===== src/rtl/vend_coin_scheduler.sv =====
// rtl/vend_coin_scheduler.sv - coin arbiter, credit accumulator and vend/change sequencer
//
// Ports:
//   clk, reset_n                  clock, asynchronous active-low reset
//   nickel_a, dime_a              slot A coin pulses (one cycle per coin)
//   nickel_b, dime_b              slot B coin pulses
//   price_wr, price_in[5:0]       price load strobe and value (cents)
//   cancel                        customer cancel pulse
//   vend_ack                      dispense mechanism accepts the vend
//   vend_req                      dispense request, held until acknowledged
//   change_nickel                 one pulse per 5 cents returned
//   credit[5:0]                   current credit in cents
//   busy                          high in VEND, CHANGE and REFUND
//   coin_reject                   pulse when a coin is sent to the return chute
module vend_coin_scheduler #(
  parameter int PRICE_DEFAULT  = 15,
  parameter int TIMEOUT_CYCLES = 1000
) (
  input  logic       clk,
  input  logic       reset_n,
  input  logic       nickel_a,
  input  logic       dime_a,
  input  logic       nickel_b,
  input  logic       dime_b,
  input  logic       price_wr,
  input  logic [5:0] price_in,
  input  logic       cancel,
  input  logic       vend_ack,
  output logic       vend_req,
  output logic       change_nickel,
  output logic [5:0] credit,
  output logic       busy,
  output logic       coin_reject
);

  localparam int TW = $clog2(TIMEOUT_CYCLES + 1);
  localparam logic [TW-1:0] T_LOAD = TW'(TIMEOUT_CYCLES);
  localparam logic [TW-1:0] T_ONE  = TW'(1);

  typedef enum logic [2:0] {IDLE, COLLECT, VEND, CHANGE, REFUND} state_t;

  state_t        state;
  logic [5:0]    price;
  logic [TW-1:0] timer;
  logic          hold_a_v, hold_a_dime;
  logic          hold_b_v, hold_b_dime;
  logic          rr_b;  // round-robin pointer names slot B when set

  logic       arb_en, gnt_a, gnt_b, gnt;
  logic [5:0] gnt_val, sum;
  logic       coin_a, coin_b, cap_a, cap_b, rej_a, rej_b;
  logic       price_ok;

  always_comb begin
    // A cancel in COLLECT wins over a grant, so the coin stays held.
    arb_en   = (state == IDLE) || ((state == COLLECT) && !cancel);
    gnt_a    = arb_en && hold_a_v && (!hold_b_v || !rr_b);
    gnt_b    = arb_en && hold_b_v && (!hold_a_v || rr_b);
    gnt      = gnt_a || gnt_b;
    if (gnt_a) gnt_val = hold_a_dime ? 6'd10 : 6'd5;
    else       gnt_val = hold_b_dime ? 6'd10 : 6'd5;
    sum      = credit + gnt_val;
    // A register being granted this cycle frees its slot for a new coin.
    coin_a   = nickel_a || dime_a;
    coin_b   = nickel_b || dime_b;
    cap_a    = coin_a && !(nickel_a && dime_a) && (!hold_a_v || gnt_a);
    cap_b    = coin_b && !(nickel_b && dime_b) && (!hold_b_v || gnt_b);
    rej_a    = coin_a && !cap_a;
    rej_b    = coin_b && !cap_b;
    price_ok = (price_in >= 6'd5) && (price_in <= 6'd50) && ((price_in % 6'd5) == 6'd0);
  end

  always_ff @(posedge clk or negedge reset_n) begin
    if (!reset_n) begin
      hold_a_v    <= 1'b0;
      hold_a_dime <= 1'b0;
      hold_b_v    <= 1'b0;
      hold_b_dime <= 1'b0;
      rr_b        <= 1'b0;
      coin_reject <= 1'b0;
    end else begin
      if (cap_a) begin
        hold_a_v    <= 1'b1;
        hold_a_dime <= dime_a;
      end else if (gnt_a) begin
        hold_a_v    <= 1'b0;
      end
      if (cap_b) begin
        hold_b_v    <= 1'b1;
        hold_b_dime <= dime_b;
      end else if (gnt_b) begin
        hold_b_v    <= 1'b0;
      end
      if (gnt_a)      rr_b <= 1'b1;
      else if (gnt_b) rr_b <= 1'b0;
      coin_reject <= rej_a || rej_b;
    end
  end

  always_ff @(posedge clk or negedge reset_n) begin
    if (!reset_n) begin
      state         <= IDLE;
      price         <= 6'(PRICE_DEFAULT);
      timer         <= '0;
      credit        <= 6'd0;
      vend_req      <= 1'b0;
      change_nickel <= 1'b0;
      busy          <= 1'b0;
    end else begin
      change_nickel <= 1'b0;
      case (state)
        IDLE: begin
          if (price_wr && price_ok) price <= price_in;
          if (gnt) begin
            credit <= sum;
            timer  <= T_LOAD;
            if (sum >= price) begin
              state    <= VEND;
              vend_req <= 1'b1;
              busy     <= 1'b1;
            end else begin
              state    <= COLLECT;
            end
          end
        end
        COLLECT: begin
          if (cancel) begin
            state <= REFUND;
            busy  <= 1'b1;
          end else if (gnt) begin
            credit <= sum;
            timer  <= T_LOAD;
            if (sum >= price) begin
              state    <= VEND;
              vend_req <= 1'b1;
              busy     <= 1'b1;
            end
          end else if (timer <= T_ONE) begin
            // Counter hits zero on this edge: exactly TIMEOUT_CYCLES after the last grant.
            timer <= '0;
            state <= REFUND;
            busy  <= 1'b1;
          end else begin
            timer <= timer - T_ONE;
          end
        end
        VEND: begin
          if (vend_ack) begin
            vend_req <= 1'b0;
            credit   <= credit - price;
            if (credit > price) begin
              state <= CHANGE;
            end else begin
              state <= IDLE;
              busy  <= 1'b0;
            end
          end
        end
        CHANGE, REFUND: begin
          if (credit == 6'd0) begin
            state <= IDLE;
            busy  <= 1'b0;
          end else begin
            change_nickel <= 1'b1;
            credit        <= credit - 6'd5;
            if (credit <= 6'd5) begin
              state <= IDLE;
              busy  <= 1'b0;
            end
          end
        end
        default: begin
          state    <= IDLE;
          vend_req <= 1'b0;
          busy     <= 1'b0;
        end
      endcase
    end
  end

endmodule


===== config.mk =====
export PLATFORM = sky130hd
export DESIGN_NAME = vend_coin_scheduler
export DESIGN_NICKNAME = d
export VERILOG_FILES = /design/src/rtl/vend_coin_scheduler.sv
export SDC_FILE = /design/constraint.sdc
export NUM_CORES = 1
export LEC_CHECK = 0
export CORE_ASPECT_RATIO = 0.8
export CORE_MARGIN = 1
export CORE_UTILIZATION = 48
export CTS_BUF_LIST = sky130_fd_sc_hd__clkbuf_16
export CTS_CLUSTER_SIZE = 14
export DETAILED_ROUTE_END_ITERATION = 7
export PLACE_DENSITY_LB_ADDON = 0.2
export RECOVER_POWER = 50
export REMOVE_ABC_BUFFERS = 1
export SLEW_MARGIN = 20
export SYNTH_ARGS = -nofsm -noshare
export SYNTH_HDL_FRONTEND = slang
export SYNTH_SLANG_ARGS = --single-unit

===== constraint.sdc =====
create_clock -name clk -period 4.6 [get_ports clk]
set_input_delay 0.46 -clock clk [delete_from_list [all_inputs] [get_ports clk]]
set_output_delay 0.46 -clock clk [all_outputs]
set_load 0.01 [all_outputs]

Placed cells, one color a class:
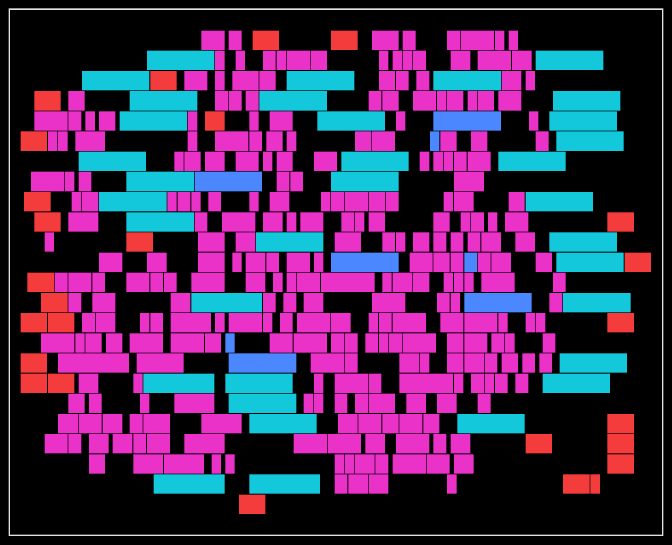
color	class	cells	share of their area
red	other buffers and delay cells	26	8.0%
magenta	all other logic	282	61%
cyan	flops	34	27%
blue	clock drivers and dummy loads	8	4.4%

Clock nets:
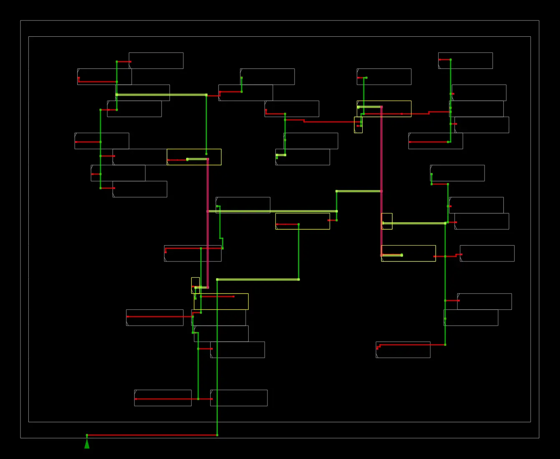
worst skew pair latency: 0.28 ns
clock buffers: 5
CTS buffer count: 5

Sequential cells colored by netlist name:
Other sequential cells in the stronger gray, the rest of the logic in the fainter gray.
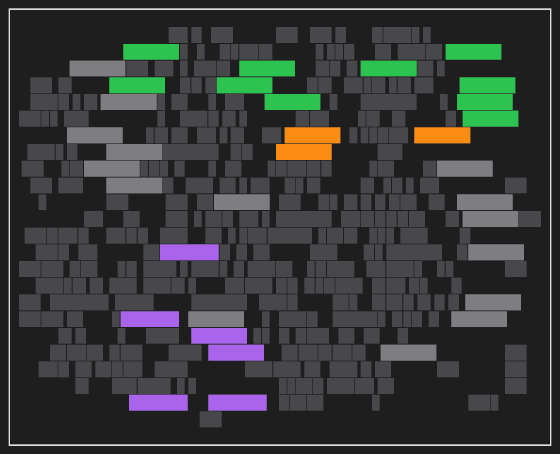
color	signal	flops
orange	`state`	3
green	`timer`	10
purple	`price`	6
not colored	15

Gate-type map:
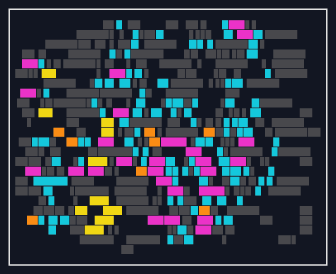
color	family	cells
orange	XOR/XNOR gates	8
cyan	inverting AOI/OAI gates	98
magenta	adder and majority cells	26
yellow	multiplexers	10
multi-input logic portion of the cell area: 0.557
non-filler instance count after layout: 428
Top cell excl fill/tap: dfrtp_1

==> job_summary.md <==
### Metrics collected by this job

| Metric | Value |
|---|---|
| Status | finished, violations left |
| Failing checks | max-capacitance violations, max-slew violations |
| Unrepaired setup endpoints after global routing | no |
| Synth Seq Share | 0.302 |
| Mux share | 0.0450 |
| ANT cells | 0 |
| Seq pwr | 0.606 mW |
| Area-dominant class | logic gates |
| Setup Crit Path Kind | reg2reg |
| Most frequent cell after synthesis | dfrtp_1 |
| Synth Area per Inst | 8.59 µm² |
| Max Clock Freq | 0.238 GHz |
| Compound Share, Synth | 0.278 |
| R2R cell count | 15 |
| Most frequent logic cells in the routed design | dfrtp_1, inv_1, nor2_1 |
| CP arrival | 4.37 ns |
| Power Clock | 0.315 mW |
| Routed wire length | 6750 µm |
| Die Area | 6220 µm² |
| Largest net degree at the start of global routing | 35 |
| GP Congestion | 0.924 |
| Vias | 2554 |
| Hold Crit Depth | 1 |
| Largest vdd supply drop | 0.315 mV |
| Max-Cap Viols | 1 |
| Routed Antenna Nets | 0 |
| Flop share of the area | 0.263 |
| CTS tree | built |
| Crit path max fanout | 14 |
| Hold Path Class | reg2reg |
| Largest stage delay, worst path | 0.53 ns |
| Post-CTS sizing | 0 |
| Hpwl dp | 4940 µm |
| Tightest Pin Transition | 1.86 ns |
| Final Slew Violations | 35 |
| Gr ovfl total | 0 |
| First-pass GRT wire length | 11300 µm |
| Total Power | 2.73 mW |
| CP Launch Type | flop |
| XOR Share, Synth | 0.0247 |
| MI comb cells | 255 |
| OpenROAD warning count | 28 |
| Combinational power | 1.81 mW |
| Placed Area | 3120 µm² |
Power figures rest on the tool's default switching activity, not on a simulated workload.
